**config.mk**
```make
export PLATFORM = sky130hd
export DESIGN_NAME = control_sequencer
export DESIGN_NICKNAME = d
export VERILOG_FILES = /design/src/rtl/control_sequencer.sv
export SDC_FILE = /design/constraint.sdc
export NUM_CORES = 1
export LEC_CHECK = 0
export ABC_CLOCK_PERIOD_IN_PS = 3970
export CORE_AREA = 2 2 56 58
export CTS_CLUSTER_DIAMETER = 60
export DETAILED_ROUTE_END_ITERATION = 8
export DIE_AREA = 0 0 58 60
export PLACE_DENSITY = 0.76
export SYNTH_ARGS = -nofsm -noshare
export SYNTH_HDL_FRONTEND = slang
export SYNTH_SLANG_ARGS = --single-unit
```
**constraint.sdc**
```tcl
create_clock -name clk -period 3.97 [get_ports clk]
set_clock_uncertainty 0.1 [all_clocks]
set_input_delay 0.794 -clock clk [delete_from_list [all_inputs] [get_ports clk]]
set_output_delay 0.794 -clock clk [all_outputs]
set_load 0.01 [all_outputs]
```
**src/rtl/control_sequencer.sv**
```systemverilog
// control_sequencer: hardwired Moore fetch/decode/execute control unit driving the Mini-SRC datapath strobes
module control_sequencer (
  input  logic        clk,
  input  logic        clr,
  input  logic [31:0] ir,
  input  logic        stop,
  output logic        PCout,
  output logic        ZHighout,
  output logic        ZLowout,
  output logic        MDRout,
  output logic        Rout,
  output logic        BAout,
  output logic        Cout,
  output logic        HIout,
  output logic        LOout,
  output logic        InPortout,
  output logic        MARin,
  output logic        MDRin,
  output logic        PCin,
  output logic        IRin,
  output logic        Yin,
  output logic        ZHighIn,
  output logic        ZLowIn,
  output logic        Rin,
  output logic        HIin,
  output logic        LOin,
  output logic        CONin,
  output logic        OutPortin,
  output logic        Gra,
  output logic        Grb,
  output logic        Grc,
  output logic        IncPC,
  output logic        Read,
  output logic        Write,
  output logic [4:0]  operation,
  output logic        run,
  output logic [3:0]  state
);
  localparam logic [3:0] S_RESET = 4'd0;
  localparam logic [3:0] S_T0    = 4'd1;
  localparam logic [3:0] S_T1    = 4'd2;
  localparam logic [3:0] S_T2    = 4'd3;
  localparam logic [3:0] S_T3    = 4'd4;
  localparam logic [3:0] S_T4    = 4'd5;
  localparam logic [3:0] S_T5    = 4'd6;
  localparam logic [3:0] S_T6    = 4'd7;
  localparam logic [3:0] S_T7    = 4'd8;
  localparam logic [3:0] S_HALT  = 4'd9;
  localparam logic [4:0] OP_ADD  = 5'b00011;
  logic [4:0] op;
  logic [3:0] nxt;
  logic       unused_ir;
  logic       t0, t1, t2, t3, t4, t5, t6, t7;
  logic       is_ld, is_ldi, is_st, is_mem, is_alu, is_addi, is_halt, uses_reg, short_ex, last;
  assign op        = ir[31:27];
  assign unused_ir = ^ir[26:0];
  assign is_ld     = op == 5'd0;
  assign is_ldi    = op == 5'd1;
  assign is_st     = op == 5'd2;
  assign is_alu    = op >= 5'd3 && op <= 5'd6;
  assign is_addi   = op == 5'd12;
  assign is_halt   = op == 5'd27;
  assign is_mem    = is_ld || is_ldi || is_st;
  assign uses_reg  = is_mem || is_alu || is_addi;
  assign short_ex  = is_ldi || is_alu || is_addi;
  assign t0 = state == S_T0;
  assign t1 = state == S_T1;
  assign t2 = state == S_T2;
  assign t3 = state == S_T3;
  assign t4 = state == S_T4;
  assign t5 = state == S_T5;
  assign t6 = state == S_T6;
  assign t7 = state == S_T7;
  assign last = (t2 && !(uses_reg || is_halt)) || (t5 && short_ex) || t7;
  always_comb
    nxt = state == S_RESET ? S_T0 :
          state == S_HALT  ? S_HALT :
          state >  S_HALT  ? S_RESET :
          last             ? (stop ? S_HALT : S_T0) :
          (t3 && is_halt)  ? S_HALT : state + 4'd1;
  always_ff @(posedge clk or posedge clr)
    if (clr) state <= S_RESET;
    else     state <= nxt;
  assign PCout     = t0;
  assign ZHighout  = 1'b0;
  assign ZLowout   = t1 || (t5 && uses_reg);
  assign MDRout    = t2 || (t7 && is_ld);
  assign Rout      = (t3 && (is_alu || is_addi)) || (t4 && is_alu) || (t6 && is_st);
  assign BAout     = t3 && is_mem;
  assign Cout      = t4 && (is_mem || is_addi);
  assign HIout     = 1'b0;
  assign LOout     = 1'b0;
  assign InPortout = 1'b0;
  assign MARin     = t0 || (t5 && (is_ld || is_st));
  assign MDRin     = t1 || (t6 && (is_ld || is_st));
  assign PCin      = t1;
  assign IRin      = t2;
  assign Yin       = t3 && uses_reg;
  assign ZHighIn   = t0 || (t4 && uses_reg);
  assign ZLowIn    = t0 || (t4 && uses_reg);
  assign Rin       = (t5 && short_ex) || (t7 && is_ld);
  assign HIin      = 1'b0;
  assign LOin      = 1'b0;
  assign CONin     = 1'b0;
  assign OutPortin = 1'b0;
  assign Gra       = (t5 && short_ex) || (t6 && is_st) || (t7 && is_ld);
  assign Grb       = t3 && uses_reg;
  assign Grc       = t4 && is_alu;
  assign IncPC     = t0;
  assign Read      = t1 || (t6 && is_ld);
  assign Write     = t7 && is_st;
  assign operation = (t4 && (is_mem || is_addi)) ? OP_ADD : (t4 && is_alu) ? op : 5'd0;
  assign run       = state >= S_T0 && state <= S_T7;
endmodule
```
### Wire density map

Drawn at 6 px/um. The die is cut into 12 by 12 equal tiles; dark blue is low, red is high, scaled to the fullest tile. Values are wire area over tile area, all layers added.
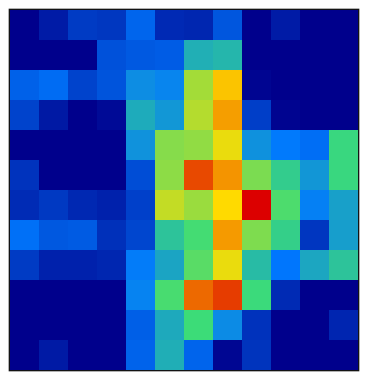
nearly empty tiles = 31%
tiles over half the peak = 17%
emptiest ninth of the die = top right
mean over tiles = 0.094

==> run summary <==
impl run done, here's what came out: status=finished, final reports clean, non-filler instance count after layout=181, maximum clock path buffer count=2, hpwl dp=1630 um, vias=861, Fmax achieved=0.271 GHz, Biggest register=state, antenna cell count=0, count of library flops with an enable pin=0, stage-log warning count=57, cts bufs inserted=3, max reg flops=4, global route overflow=0, distinct lib cells=~43, Clock power frac=39.9%, worst setup path category=input port to primary output, Clk power=49.4 uW, initial antenna violation count=0, GRT Total Usage=11.7%, dominant cell by count in the synthesized netlist=nor2_1, share of post-route cells with drive strength above 1=8.78%, slowest stage delay, CP=between 600 and 700 ps, critical-path cell list=clkdlybuf4s50_1, nand2_1, xnor2_1, nor4_1, or3_1, clkdlybuf4s50_1, area leader, netlist=dfrtp_1, setup TNS=0 ps, MaxCap Viol Count=0, Critical Path Source Type=input port, Mapped Area=838 um2, drt first pass iters=4, final period utilization=93.0%, dominant register cell=dfrtp_1, P_comb=33.4 uW, ys cells=roughly 120, Placement Setup Slack=293 ps, Seq share, synth=approximately an eighth, crit path capture type=primary output, Area Overhead vs Synth=36.0%, average size of a mapped cell=7.10 um2, post-CTS setup buffers=0, first-pass GRT wire length=3230 um, CP Launch Point=ir[28], PostCTS Resize Cnt=0, Final Power=approximately 120 uW, Post-Place Cell Area=1120 um2, H-tree depth=1, Async SR Flop Fraction=100%, Int Pwr=87.9 uW, Static Leak=approximately 0.48 nW, sequential cell power=between 40 and 50 uW, Flop pwr share=33.1%, most numerous logic cell after layout=clkdlybuf4s50_1, CP max-delay cell=clkdlybuf4s50_1, worst IR drop on VDD=0.0968 mV, Inst Count DP=178, biggest regs=state x4, cell family with most CP delay=buffers and inverters, CP Max Fanout=11, # hold bufs at CTS=0, chip area=3480 um2, clock root buffer=clkbuf_4, reg2reg end=state[2], Remaining DRCs=0
### Metal layers overlaid

Drawn at 6 px/um. Only two layers are drawn.
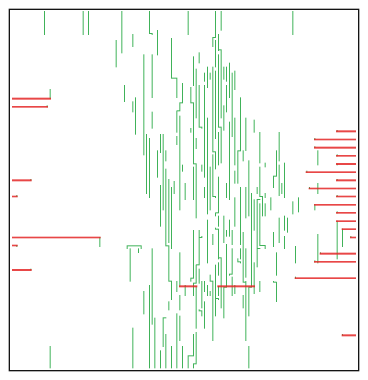
met2 -> green  # wire length 944 um
met3 -> red  # wire length 126 um

cells by family after synthesis:
| logic type | count (synthesis) | synth area share, % |
|---|---|---|
| AND/OR/NAND/NOR | 53 | 33.4 |
| buffers and inverters | 26 | 22.4 |
| AND-OR/OR-AND | 25 | 19.9 |
| adder cells (fa/ha/maj) | 6 | 8.66 |
| flip-flops | 4 | 11.9 |
| XOR/XNOR | 2 | 2.09 |
| other | 1 | 0.447 |
| multiplexers | 1 | 1.19 |
per-layer routing:
metal / GRT usage, % / wire, um
met5: 0 / 0
met4: 1.66 / 0
met3: 1.95 / 126
met2: 18.8 / 944
met1: 16.8 / 997
layout make-up:
cell class	instances	area (um2)
multi-input combinational	97	584
clock buffer	3	22.5
inverter	7	26.3
sequential	4	100
timing repair buffer	37	365
tap	33	41.3
fill	303	1760
Power figures rest on the tool's default switching activity, not on a simulated workload.
